### config.mk
export PLATFORM = sky130hd
export DESIGN_NAME = mem_wb_stage
export DESIGN_NICKNAME = d
export VERILOG_FILES = /design/src/rtl/mem_wb_stage.sv
export SDC_FILE = /design/constraint.sdc
export NUM_CORES = 1
export LEC_CHECK = 0
export ABC_AREA = 1
export CORE_MARGIN = 1.5
export CORE_UTILIZATION = 30
export CTS_BUF_LIST = sky130_fd_sc_hd__clkbuf_2 sky130_fd_sc_hd__clkbuf_4 sky130_fd_sc_hd__clkbuf_8
export DETAILED_ROUTE_END_ITERATION = 8
export GPL_TIMING_DRIVEN = 0
export PLACE_DENSITY = 0.68
export SKIP_LAST_GASP = 1
export SYNTH_ARGS = -nofsm -noshare
export SYNTH_HDL_FRONTEND = slang
export SYNTH_SLANG_ARGS = --single-unit
### constraint.sdc
create_clock -name clk -period 2.8 [get_ports clk]
set_input_delay 0.42 -clock clk [delete_from_list [all_inputs] [get_ports clk]]
set_output_delay 0.42 -clock clk [all_outputs]
set_load 0.01 [all_outputs]
### src/rtl/mem_wb_stage.sv
// MEM/WB pipeline register: captures ALU or load data and drives the
// register-file write port. It also handles variable-latency load waits.
module mem_wb_stage #(
  parameter int DATA_WIDTH     = 24,
  parameter int REG_ADDR_WIDTH = 4,
  parameter int MEM_TIMEOUT    = 15
) (
  input  logic                      clk,
  input  logic                      rst,
  input  logic                      in_valid,
  input  logic                      writeback_enable,
  input  logic                      mem_read_enable,
  input  logic [REG_ADDR_WIDTH-1:0] rd_addr,
  input  logic [DATA_WIDTH-1:0]     alu_result,
  input  logic [DATA_WIDTH-1:0]     mem_rdata,
  input  logic                      mem_rvalid,
  input  logic                      flush,
  output logic                      stall_out,
  output logic                      rf_we,
  output logic [REG_ADDR_WIDTH-1:0] rf_waddr,
  output logic [DATA_WIDTH-1:0]     rf_wdata,
  output logic                      pend_valid,
  output logic [REG_ADDR_WIDTH-1:0] pend_addr,
  output logic                      mem_timeout_err
);

  typedef enum logic [0:0] {
    IDLE,
    WAIT_MEM
  } state_t;

  localparam logic [7:0] CNT_LAST = 8'(MEM_TIMEOUT - 1);

  state_t                    state, state_n;
  logic [7:0]                cnt, cnt_n;
  logic                      wait_we, wait_we_n;
  logic [REG_ADDR_WIDTH-1:0] wait_addr, wait_addr_n;
  logic                      we_n;
  logic [REG_ADDR_WIDTH-1:0] waddr_n;
  logic [DATA_WIDTH-1:0]     wdata_n;
  logic                      stall_n;
  logic                      pend_n;
  logic                      err_n;
  logic                      rd_nz;
  logic                      wait_nz;

  assign rd_nz     = (rd_addr != '0);
  assign wait_nz   = (wait_addr != '0);
  assign pend_addr = wait_addr;

  always_comb begin
    state_n     = state;
    cnt_n       = cnt;
    wait_we_n   = wait_we;
    wait_addr_n = wait_addr;
    we_n        = 1'b0;
    waddr_n     = rf_waddr;
    wdata_n     = rf_wdata;
    stall_n     = 1'b0;
    pend_n      = 1'b0;
    err_n       = mem_timeout_err;
    unique case (state)
      IDLE: begin
        if (in_valid && !flush) begin
          if (!mem_read_enable) begin
            we_n    = writeback_enable && rd_nz;
            waddr_n = rd_addr;
            wdata_n = alu_result;
          end else if (mem_rvalid) begin
            we_n    = writeback_enable && rd_nz;
            waddr_n = rd_addr;
            wdata_n = mem_rdata;
          end else begin
            state_n     = WAIT_MEM;
            cnt_n       = '0;
            wait_we_n   = writeback_enable;
            wait_addr_n = rd_addr;
            stall_n     = 1'b1;
            pend_n      = writeback_enable;
          end
        end
      end
      WAIT_MEM: begin
        // flush wins over a same-cycle data return
        if (flush) begin
          state_n = IDLE;
          cnt_n   = '0;
        end else if (mem_rvalid) begin
          state_n = IDLE;
          cnt_n   = '0;
          we_n    = wait_we && wait_nz;
          waddr_n = wait_addr;
          wdata_n = mem_rdata;
        end else if (cnt == CNT_LAST) begin
          state_n = IDLE;
          cnt_n   = '0;
          err_n   = 1'b1;
        end else begin
          cnt_n   = cnt + 8'd1;
          stall_n = 1'b1;
          pend_n  = wait_we;
        end
      end
      default: begin
        state_n = IDLE;
        cnt_n   = '0;
      end
    endcase
  end

  always_ff @(posedge clk) begin
    if (rst) begin
      state           <= IDLE;
      cnt             <= '0;
      wait_we         <= 1'b0;
      wait_addr       <= '0;
      rf_we           <= 1'b0;
      rf_waddr        <= '0;
      rf_wdata        <= '0;
      stall_out       <= 1'b0;
      pend_valid      <= 1'b0;
      mem_timeout_err <= 1'b0;
    end else begin
      state           <= state_n;
      cnt             <= cnt_n;
      wait_we         <= wait_we_n;
      wait_addr       <= wait_addr_n;
      rf_we           <= we_n;
      rf_waddr        <= waddr_n;
      rf_wdata        <= wdata_n;
      stall_out       <= stall_n;
      pend_valid      <= pend_n;
      mem_timeout_err <= err_n;
    end
  end

endmodule

Figure 1. Where the registers sit (run 1).
Bar = 20 um. Other sequential cells in the stronger gray, the rest of the logic in the fainter gray.
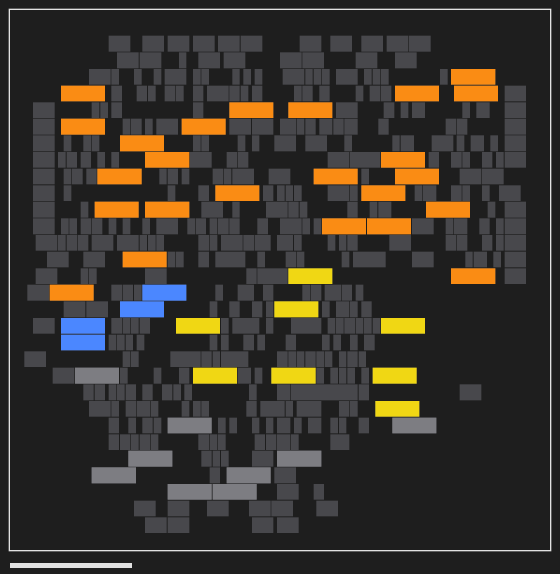
[rf_wdata] orange | placed flops: 24
[rf_waddr] blue | placed flops: 4 | where: west
[cnt] yellow | placed flops: 8
not colored: 9
sequential power: 688 uW
fraction of area in registers: 26.9%
FF+latch area: 901 um2
Util after Layout: 48.2%

Figure 2. Placed standard cells (run 1).
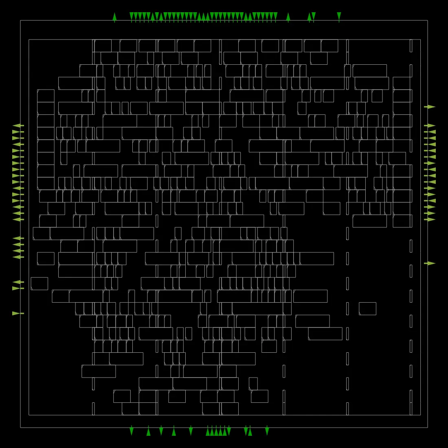
number of fill cells: 710
row count: 30
core footprint: 0.00694 mm2
TAP cells: 96

Figure 3. Signal metal coverage by tile (run 1).
18 x 18 tiles, from dark blue (low) to red (high), scaled to the fullest tile. Values are wire area over tile area, all layers added.
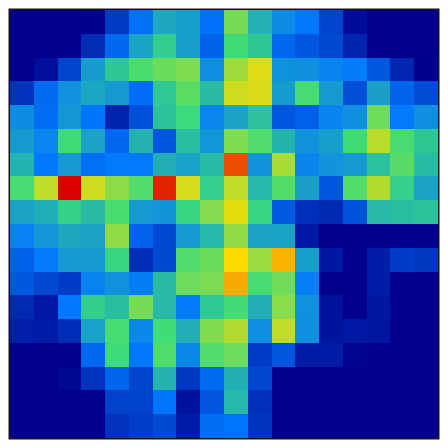
mean over tiles: 0.13
densest ninth of the die: center
nearly empty tiles: 21%
DR WL/cell: 12.1 um
GR Util All Layers: 17.1%
WL final: 6.34 mm
routed via count: 2402

Figure 4. Clock network drawn from the DEF (run 1).
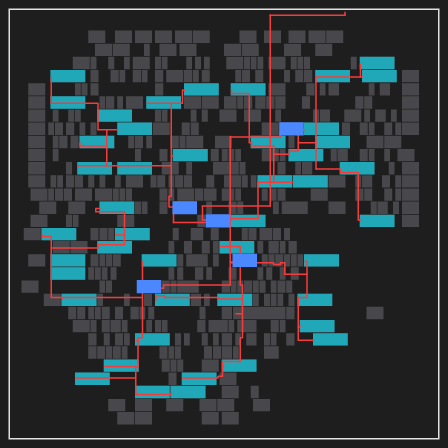
[flip-flops] cyan | count: 45
[clock wires] red | length: 592 um
[clock drivers] blue | count: 5
routed clock nets: 6

==> metrics.csv, run 1 <==
metric,value,unit
status,finished clean,
Detail Route Antenna Nets,0,
"delay-heaviest family, CP",buffers and inverters,
switching share of power,25.3,%
R2R cell count,5,
layout cell share with drive strength beyond 1,7.69,%
cell taking the most area after synthesis,dfxtp_1,
gr ovfl total,0,
max_slew headroom,53.8,%
postcts setup bufs,0,
"Seq/Total Area, Yosys",41.1,%
hold slack,0.412,ns
Iter 0 DRT Violations,81,
Logic area,0.00112,mm2
Synth async-reset ratio,0,%
die area,0.00783,mm2
Initial Util,31.6,%
Post-Synthesis Cells,329,
CP Cell Sequence,clkdlybuf4s50_1,
WHS Endpoint,pend_valid$_SDFF_PP0_,
total power,1480,uW
top cells by count,"nor2_1 (85), nand2_1 (53), dfxtp_1 (45)",
Critical Setup Path Class,flip-flop to primary output,
worst r2r src,state$_SDFF_PP0_,
clk latency late pin,0.30,ns
port bufs,93,
DR DRC count,0,
Hold Crit Class,primary input to flip-flop,
Area leader share,41.1,%
Nets,490,
CTS Buffer Depth,2,
Fin. Hold Viols,0,
Final period util,62.8,%
reg2reg end,rf_wdata[1]$_SDFFE_PP0P_,
flip-flops with a built-in enable,0,
CP Buf/Inv Count,1,
internal power,1100,uW
Final HPWL DP,4.87,mm
CTS Hold Bufs,0,
Syn-to-layout area delta,52.7,%
YS warnings,0,
sequential share of power,46.6,%
unrepaired setup endpoints after global routing,false,
Pwr per Cell Area,441,mW/mm2
CTS tree,yes,
global-route wire length before repair,10.3,mm
# Cells Yosys,329,
PostCTS Resize Cnt,0,
hold path depth,2,
largest net degree at the start of global routing,14,
critical path peak fanout,7,
Reg2Reg Setup Slack,1.35,ns
most frequent cells in the layout,"clkdlybuf4s50_1 (93), nor2_1 (85), nand2_1 (53), dfxtp_1 (45), o21ai_1 (44)",
biggest area cells,"dfxtp_1 (41%), nor2_1 (15%), o21ai_1 (10%)",
Sw Pwr,373,uW
H-tree lvl count,2,
Worst path slowest cell,clkdlybuf4s50_1,
setup_tns,0,ns
global placer's final weighted congestion,0.792,
Worst Clk Skew,0.00328,ns
# Max-Cap Violations,0,
maximum vdd drop,0.000180,V
fin cells,525,
most used flip-flop cell,dfxtp_1,
total CTS buffers,5,
minimum clock period,1.76,ns
startpoint types,flip-flop,
yosys synthesis chip area,0.00219,mm2
Initial DRT Pass Iterations,4,
flops out of synthesis,45,
Mapped Nets,390,
"Setup violations, final",0,
Slew @ Worst Pin,0.690,ns
Top cell excl fill/tap,clkdlybuf4s50_1,
final slew viol count,0,
combinational share of power,21.0,%
initial antenna violation count,0,
Via density,4.58,
synth unique cells,24,
synthesized area,0.00219,mm2
critical path depth,1,
Leakage,0.00131,uW
clk sinks,45,
Worst EP required,2.38,ns
crit end category,primary output,
Inst Count DP,518,
vias in the first global route,2264,
hold_sp,rst,
"count leader, synth",nor2_1,
root buf cell,clkbuf_8,
synthesized area per cell,6.66,um2
Worst Setup EP,stall_out,
crit path from,state$_SDFF_PP0_,
Die X,88.5,um
OpenROAD warning count,27,
CP max stage delay,0.59,ns
I/O pin count,95,
Clock power frac,32.4,%
clk slew on worst S/H paths,0.09,ns
f_max,568,MHz
Ant. Diodes,0,
die span in y,88.5,um
CP arrival,1.34,ns
## run 1: cell families after synthesis
logic type / synth area share (%)
adders and majority gates: 1.14
buffers and inverters: 7.65
and+or+nand+nor: 30.5
AOI/OAI and AO/OA: 19.2
DFF: 41.1
xor gates and xnor gates: 0.400
## run 1: through the flow
stage	worst slack [ns]	instance area, um2
floorplan	1.54	2190
global placement	0.860	3240
detailed placement	0.822	3240
CTS	1.04	3350
global route	0.974	3350
finish	1.04	3350
## run 1: sequential cells by signal (all words and copies together) (netlist names)
name / count
state: 1
rf_wdata: 24
rf_we: 1
rf_waddr: 4
pend_valid: 1
pend_addr: 4
mem_timeout_err: 1
cnt: 8
wait_we: 1
## run 1: power by group through the flow
| stage | clock network, uW | logic, uW | registers [uW] |
|---|---|---|---|
| 2_1_floorplan | 0 | 125 | 716 |
| 3_3_place_gp | 0 | 309 | 702 |
| 3_5_place_dp | 0 | 312 | 703 |
| 4_1_cts | 489 | 314 | 689 |
| 5_1_grt | 524 | 343 | 693 |
| 6_report | 479 | 310 | 688 |
## run 1: layout make-up
type	count	area share [%]
clock inverter	2	1.05
inverter	19	2.13
buffer	17	2.88
clock buffer	5	2.06
timing repair buffer	93	27.8
tap	96	3.59
sequential	45	26.9
multi-input combinational	248	33.6
## run 1: metal layers
layer | up-vias | routed length, um | global-route usage, %
li1 | 1257 | - | -
met1 | 1064 | 2760 | 21.3
met2 | 73 | 3010 | 28.3
met3 | 8 | 459 | 5.32
met4 | 0 | 102 | 5.11
met5 | - | 0 | 0
--- run 2 (diff from run 1) ---
--- a/config.mk
+++ b/config.mk
@@ -11,7 +11,7 @@
 export CTS_BUF_LIST = sky130_fd_sc_hd__clkbuf_2 sky130_fd_sc_hd__clkbuf_4 sky130_fd_sc_hd__clkbuf_8
 export DETAILED_ROUTE_END_ITERATION = 8
 export GPL_TIMING_DRIVEN = 0
-export PLACE_DENSITY = 0.68
+export PLACE_DENSITY = 0.71
 export SKIP_LAST_GASP = 1
 export SYNTH_ARGS = -nofsm -noshare
 export SYNTH_HDL_FRONTEND = slang
==> constraint.sdc (replaced) <==
create_clock -name clk -period 1.6 [get_ports clk]
set_input_delay 0.24 -clock clk [delete_from_list [all_inputs] [get_ports clk]]
set_output_delay 0.24 -clock clk [all_outputs]
set_load 0.01 [all_outputs]
Figure 5. Clock network drawn from the DEF (run 2).
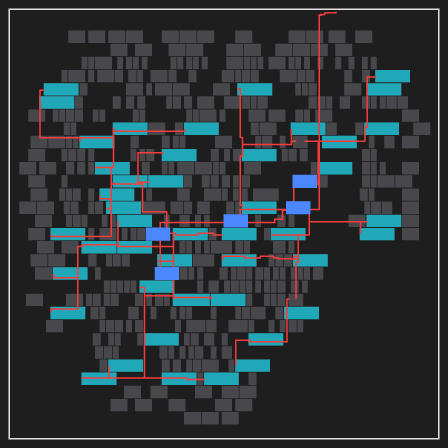
[flip-flops] cyan | count: 45
[clock drivers] blue | count: 5
[clock wires] red | length: 545 um
routed clock nets: 6

Figure 6. Signal metal coverage by tile (run 2).
18 x 18 tiles, from dark blue (low) to red (high), scaled to the fullest tile. Values are wire area over tile area, all layers added.
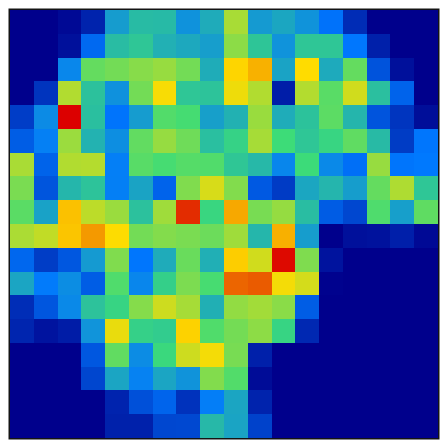
mean over tiles: 0.13
nearly empty tiles: 24%
emptiest ninth of the die: south-east
densest ninth of the die: center
tiles over half the peak: 30%
routed via count: 2428
DR WL/cell: 12.2 um
WL final: 6.39 mm
GR Util All Layers: 16.6%

==> run 2 against run 1 <==
First-iteration DRC count rose by 67%. Clock power rose by about 60%. Non-clock buffer count did not move. Critical path depth did not move. Design area did not move. Highest routed layer unchanged. Register-to-register slack got worse by 1.1 ns. Count of clock-buffer cells in the layout rose by 1. Cell count rose by 0.19%. Wire length rose by 0.87%. Synthesized cell count did not move.
==> metrics.csv, run 2 <==
metric,value,unit,change
top cells by count,"nor2_1 (85), nand2_1 (53), dfxtp_1 (45)",,
status,finished clean,,
Reg2Reg Setup Slack,0.23,ns,-1.12 ns
Leakage,0.00131,uW,+0.31%
comb_multi_in,248,,unchanged
# Cells Yosys,329,,unchanged
Hold Crit Class,primary input to flip-flop,,
"count leader, synth",nor2_1,,
Top reg by flops,rf_wdata,,
global placer's final weighted congestion,0.792,,about the same
reg2reg end,rf_wdata[0]$_SDFFE_PP0P_,,
"mux frac, synth",0,%,unchanged
f_max,667,MHz,
OpenROAD warning count,28,,+3.7%
minimum clock period,1.50,ns,
biggest area cells,"dfxtp_1 (41%), nor2_1 (15%), o21ai_1 (10%)",,
Non-clk bufs,110,,unchanged
most used flip-flop cell,dfxtp_1,,
Top non-seq family,simple AND/OR/NAND/NOR gates,,
total CTS buffers,5,,unchanged
gr ovfl total,0,,unchanged
postcts setup bufs,0,,unchanged
Pwr per Cell Area,752,mW/mm2,+70%
setup_tns,0,ns,unchanged
critical path peak fanout,7,,unchanged
synth unique cells,24,,unchanged
synthesized area per cell,6.66,um2,unchanged
Worst Setup EP,stall_out,,
startpoint types,flip-flop,,
cell taking the most area after synthesis,dfxtp_1,,
DR DRC count,0,,unchanged
NonClk Buf Share,30.8,%,+0.075 points
Initial DRT Pass Iterations,5,,+1
Synth async-reset ratio,0,%,unchanged
CP Cell Sequence,clkdlybuf4s50_1,,
Final period util,93.7,%,
"delay-heaviest family, CP",buffers and inverters,,
root buf cell,clkbuf_8,,
"Seq/Total Area, Yosys",41.1,%,unchanged
clk slew on worst S/H paths,0.09,ns,about the same
Critical Setup Path Class,flip-flop to primary output,,
Logic area,0.00112,mm2,unchanged
Basic Gates by Area,30.5,%,unchanged
worst r2r src,state$_SDFF_PP0_,,
maximum vdd drop,0.000447,V,+150%
global-route wire length before repair,10.3,mm,-0.14%
crit path from,state$_SDFF_PP0_,,
CP arrival,1.26,ns,-0.08 ns
largest net degree at the start of global routing,16,,+2
clk sinks,45,,unchanged
clkbuf count,6,,+1
port bufs,93,,unchanged
final slew viol count,0,,unchanged
yosys synthesis chip area,0.00219,mm2,unchanged
Final HPWL DP,4.91,mm,+0.84%
max_slew headroom,52.6,%,-1.2 points
CTS tree,yes,,
Via density,4.62,,+0.89%
FF+latch area,902,um2,+0.14%
die span in y,88.5,um,unchanged
clk latency late pin,0.29,ns,about the same
hold path depth,2,,unchanged
Inst Count DP,518,,unchanged
most frequent cells in the layout,"clkdlybuf4s50_1 (93), nor2_1 (85), nand2_1 (53), o21ai_1 (44), dfxtp_1 (44)",,
initial antenna violation count,0,,unchanged
flip-flops with a built-in enable,0,,unchanged
R2R cell count,5,,unchanged
row count,30,,unchanged
flops out of synthesis,45,,unchanged
crit end category,primary output,,
Initial Util,31.6,%,unchanged
CTS Hold Bufs,0,,unchanged
core footprint,0.00694,mm2,unchanged
Nets,490,,unchanged
CP max stage delay,0.56,ns,-0.03 ns
critical path depth,1,,unchanged
Mapped Nets,390,,unchanged
Top cell excl fill/tap,clkdlybuf4s50_1,,
Figure 7. Placed standard cells (run 2).
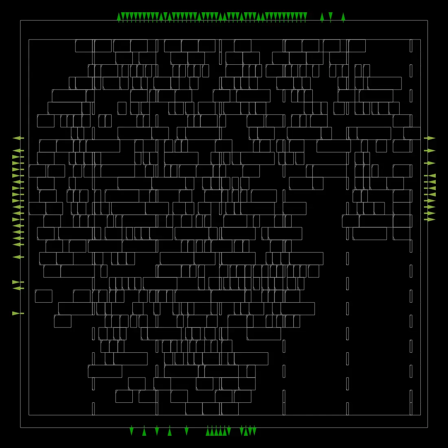
flop count: 45
fraction of area in registers: 27.0%
number of fill cells: 702
fin cells: 526

==> run 2: cell types whose count changed in the layout (fill, tap and decap cells not counted) <==
cell / delta
dfxtp_1: -1
bufinv_16: -1
clkinv_2: -1
clkbuf_8: +1
inv_6: +1
clkbuf_1: -2
clkinv_4: +1
clkbuf_2: +2
dfxtp_2: +1
==> run 2: where the power goes <==
| group | switching, uW | internal, uW |
|---|---|---|
| Clock | 407 | 359 |
| Sequential | 33.6 | 1170 |
| Combinational | 238 | 305 |
==> run 2: what timing repair did <==
item,CTS,global route
setup endpoints to repair,1,12
pin swaps,0,0
gates cloned,0,0
resized,1,4
endpoints found under the hold margin,0,0
==> run 2: kinds of logic after synthesis <==
logic type      Yosys count
xor+xnor                  1
flops                    45
compound gates           82
simple gates            163
buf+inv                  36
fa+ha+maj                 2
==> run 2: metrics by stage <==
| step | total power, uW | util (%) | setup slack [ns] | hold WS (ns) | area, um2 |
|---|---|---|---|---|---|
| 3_3_place_gp | 1770 | 46.7 | -0.188 | 0.463 | 3240 |
| 2_1_floorplan | 1470 | - | 0.336 | 0.400 | 2190 |
| 5_1_grt | 2670 | 48.2 | -0.0160 | 0.237 | 3350 |
| 3_5_place_dp | 1780 | 46.7 | -0.190 | 0.474 | 3240 |
| 6_report | 2520 | 48.2 | 0.101 | 0.234 | 3350 |
| 4_1_cts | 2540 | 48.2 | 0.0893 | 0.230 | 3340 |
==> run 2: metal layers <==
metal | up-vias | share of wire, % | track usage, %
met5 | - | 0 | 0
met4 | 0 | 1.0 | 4.26
met3 | 4 | 3.7 | 2.80
met2 | 51 | 50 | 28.2
met1 | 1116 | 45 | 21.9
li1 | 1257 | - | -
--- run 3 (diff from run 2) ---
--- a/config.mk
+++ b/config.mk
@@ -12,6 +12,7 @@
 export DETAILED_ROUTE_END_ITERATION = 8
 export GPL_TIMING_DRIVEN = 0
 export PLACE_DENSITY = 0.71
+export SETUP_SLACK_MARGIN = 0.3
 export SKIP_LAST_GASP = 1
 export SYNTH_ARGS = -nofsm -noshare
 export SYNTH_HDL_FRONTEND = slang
Figure 8. Signal metal coverage by tile (run 3).
18 x 18 tiles, from dark blue (low) to red (high), scaled to the fullest tile. Values are wire area over tile area, all layers added.
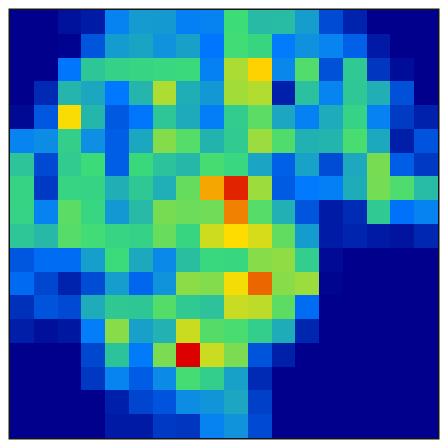
WL final: 6.90 mm
GR Util All Layers: 17.0%
DR WL/cell: 12.9 um

Figure 9. Where the registers sit (run 3).
Bar = 20 um. Other sequential cells in the stronger gray, the rest of the logic in the fainter gray.
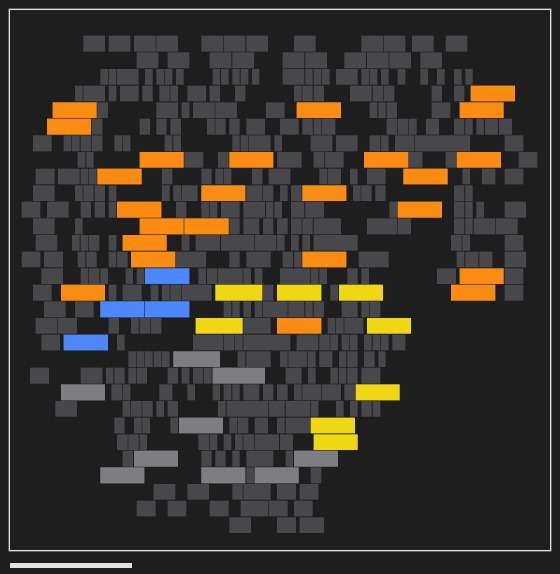
[rf_wdata] orange | placed flops: 24
[rf_waddr] blue | placed flops: 4 | where: west
[cnt] yellow | placed flops: 8

==> run 3 against run 2 <==
Critical path depth grew 6. Count of clock-buffer cells in the layout did not move. Largest power group unchanged. Total power grew 0.24%. Non-clock buffer count is 8 higher. Clock skew grew 0.00068 ns. Critical path type is now flip-flop to flip-flop. Flip-flop count is the same. Sequential share of layout area down 1.0 points. Via count rose by 2.1%. Setup slack better by 0.24 ns. Maximum frequency is 19% higher.
==> metrics.csv, run 3 <==
metric,value,unit,change
H-tree lvl count,2,,
crit end category,flip-flop,,
unrepaired setup endpoints after global routing,true,,
Fin. Hold Viols,0,,
GR peak layer,met2,,
Via density,4.64,,+0.42%
max_slew headroom,70.7,%,+18 points
"Setup violations, final",0,,
biggest area cells,"dfxtp_1 (41%), nor2_1 (15%), o21ai_1 (10%)",,
logic share of the area,34.5,%,
YS warnings,0,,
Largest register FFs,24,,
flip-flops with a built-in enable,0,,unchanged
routed via count,2480,,+2.1%
CP arrival,1.50,ns,+0.24 ns
f_max,794,MHz,+19%
gr ovfl total,0,,unchanged
NonClk Buf Share,31.2,%,+0.46 points
die span in y,88.5,um,unchanged
global-route wire length before repair,10.5,mm,+2.2%
Syn-to-layout area delta,59.9,%,
core footprint,0.00694,mm2,unchanged
Basic Gates by Area,30.5,%,unchanged
Final period util,78.7,%,-15 points
Iter 0 DRT Violations,119,,
most frequent cells in the layout,"nor2_1 (81), clkdlybuf4s50_1 (53), nand2_1 (52), o21ai_1 (44), dfxtp_1 (41)",,
Logic area,0.00121,mm2,+7.8%
Hold Crit Class,primary input to flip-flop,,
clk sinks,45,,unchanged
Final HPWL DP,4.91,mm,unchanged
top cells by count,"nor2_1 (85), nand2_1 (53), dfxtp_1 (45)",,
yosys xor share,0.400,%,
met2 Use GR,29.8,%,+1.6 points
startpoint types,flip-flop,,
Leakage,0.00156,uW,+19%
Inverters,19,,
Util after Layout,50.5,%,+2.3 points
DR DRC count,0,,unchanged
largest net degree at the start of global routing,16,,unchanged
met3 Use GR,2.52,%,-0.28 points
CTS tree,yes,,
Initial DRT Pass Iterations,4,,-1
synthesized area per cell,6.66,um2,unchanged
ClkCell Share,2.86,%,
synth unique cells,24,,unchanged
"count leader, synth",nor2_1,,
Worst Clk Skew,0.00955,ns,
Top non-seq family,simple AND/OR/NAND/NOR gates,,
# Cells Yosys,329,,unchanged
row count,30,,unchanged
Nets,499,,+1.8%
Synth async-reset ratio,0,%,unchanged
OpenROAD warning count,29,,+3.6%
die area,0.00783,mm2,
CTS Buffer Depth,2,,
M1 GR Usage,21.8,%,-0.10 points
Die X,88.5,um,
clk slew on worst S/H paths,0.09,ns,about the same
final slew viol count,0,,unchanged
root buf cell,clkbuf_8,,
TAP cells,96,,
port bufs,93,,unchanged
clkbuf count,6,,unchanged
total CTS buffers,5,,unchanged
I/O pin count,95,,
aoi share,19.2,%,
Non-clk bufs,118,,+7.3%
flops out of synthesis,45,,unchanged
"Seq/Total Area, Yosys",41.1,%,unchanged
initial antenna violation count,0,,unchanged
comb_multi_in,249,,+0.40%
global placer's final weighted congestion,0.792,,unchanged
FF+latch area,908,um2,+0.69%
minimum clock period,1.26,ns,-0.240 ns
critical path peak fanout,5,,-2
synthesized area,0.00219,mm2,
# Max-Cap Violations,0,,
Post-Synthesis Cells,329,,
fraction of area in registers,25.9,%,-1.0 points
top cell category,multi-input combinational cells,,
Detail Route Antenna Nets,0,,
"mux frac, synth",0,%,unchanged
yosys synthesis chip area,0.00219,mm2,unchanged
maximum vdd drop,0.000442,V,-0.97%
most used flip-flop cell,dfxtp_1,,
Ant. Diodes,0,,
Pwr per Cell Area,719,mW/mm2,-4.3%
status,finished clean,,
layout cell share with drive strength beyond 1,14.1,%,
setup_tns,0,ns,unchanged
number of fill cells,686,,-2.3%
cell taking the most area after synthesis,dfxtp_1,,
flop count,45,,unchanged
Top cell excl fill/tap,nor2_1,,
Worst EP required,1.84,ns,
Initial Util,31.6,%,unchanged
Mapped Nets,390,,unchanged
Top reg by flops,rf_wdata,,
clk latency late pin,0.29,ns,about the same
Critical Setup Path Class,flip-flop to flip-flop,,
vias in the first global route,2286,,
Figure 10. Sizing map (run 3).
Bar = 20 um.
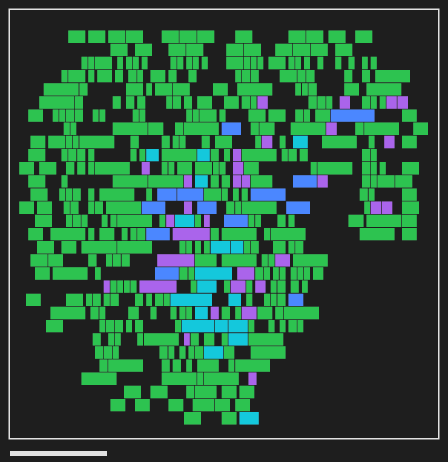
[_3 and _4 cells] cyan | cells: 18 | share: 4.1%
[_0 and _1 cells] green | cells: 377 | share: 86%
[_6 and larger] blue | cells: 13 | share: 3.0%
[_2 cells] purple | cells: 31 | share: 7.1%

run 3: repair_timing:
action                     CTS  global route
gates resized               51            26
buffers inserted             1             5
hold buffers                 0             0
gates cloned                 1             2
hold endpoints to repair     0             0
pin swaps                    2            10
setup endpoints to repair   78            44
run 3: per-stage QoR:
stage / power (uW) / hold slack, ns / instance area, um2 / setup WS, ns / std cells
2_1_floorplan: 1470 / 0.400 / 2190 / 0.336 / 329
3_3_place_gp: 1770 / 0.463 / 3240 / -0.188 / 518
3_5_place_dp: 1780 / 0.474 / 3240 / -0.190 / 518
4_1_cts: 2510 / 0.228 / 3350 / 0.235 / 528
5_1_grt: 2670 / 0.243 / 3510 / 0.245 / 535
6_report: 2520 / 0.243 / 3510 / 0.341 / 535
run 3: layer usage:
metal  wire, um  vias up
li1           -     1275
met1       3000     1143
met2       3590       58
met3        251        4
met4         63        0
met5          0        -
run 3: worst paths after layout:
check | start | to | slack, ns | cells after the start
max reg2reg | cnt[0]$_SDFFE_PP0P_ | cnt[3]$_SDFFE_PP0P_ | 0.34 | 7
min reg2reg | rf_wdata[20]$_SDFFE_PP0P_ | rf_wdata[20]$_SDFFE_PP0P_ | 0.48 | 2
min | rst | cnt[4]$_SDFFE_PP0P_ | 0.24 | 2
max | cnt[0]$_SDFFE_PP0P_ | cnt[3]$_SDFFE_PP0P_ | 0.34 | 7
run 3: critical path, stage by stage, from the launching register on:
cell and delay, ns:
dfxtp_2 0.38, inv_1 0.06, ha_1 0.21, nand3_2 0.10, nor2_4 0.06, nor2_4 0.14
nand3_1 0.11, a21oi_2 0.13
run 3: report_power, final:
group	internal, uW	switching [uW]	total (uW)
sequential	1170	31.8	1200
combinational	293	255	548
clock	359	411	770
Power and IR drop assume default switching activity.
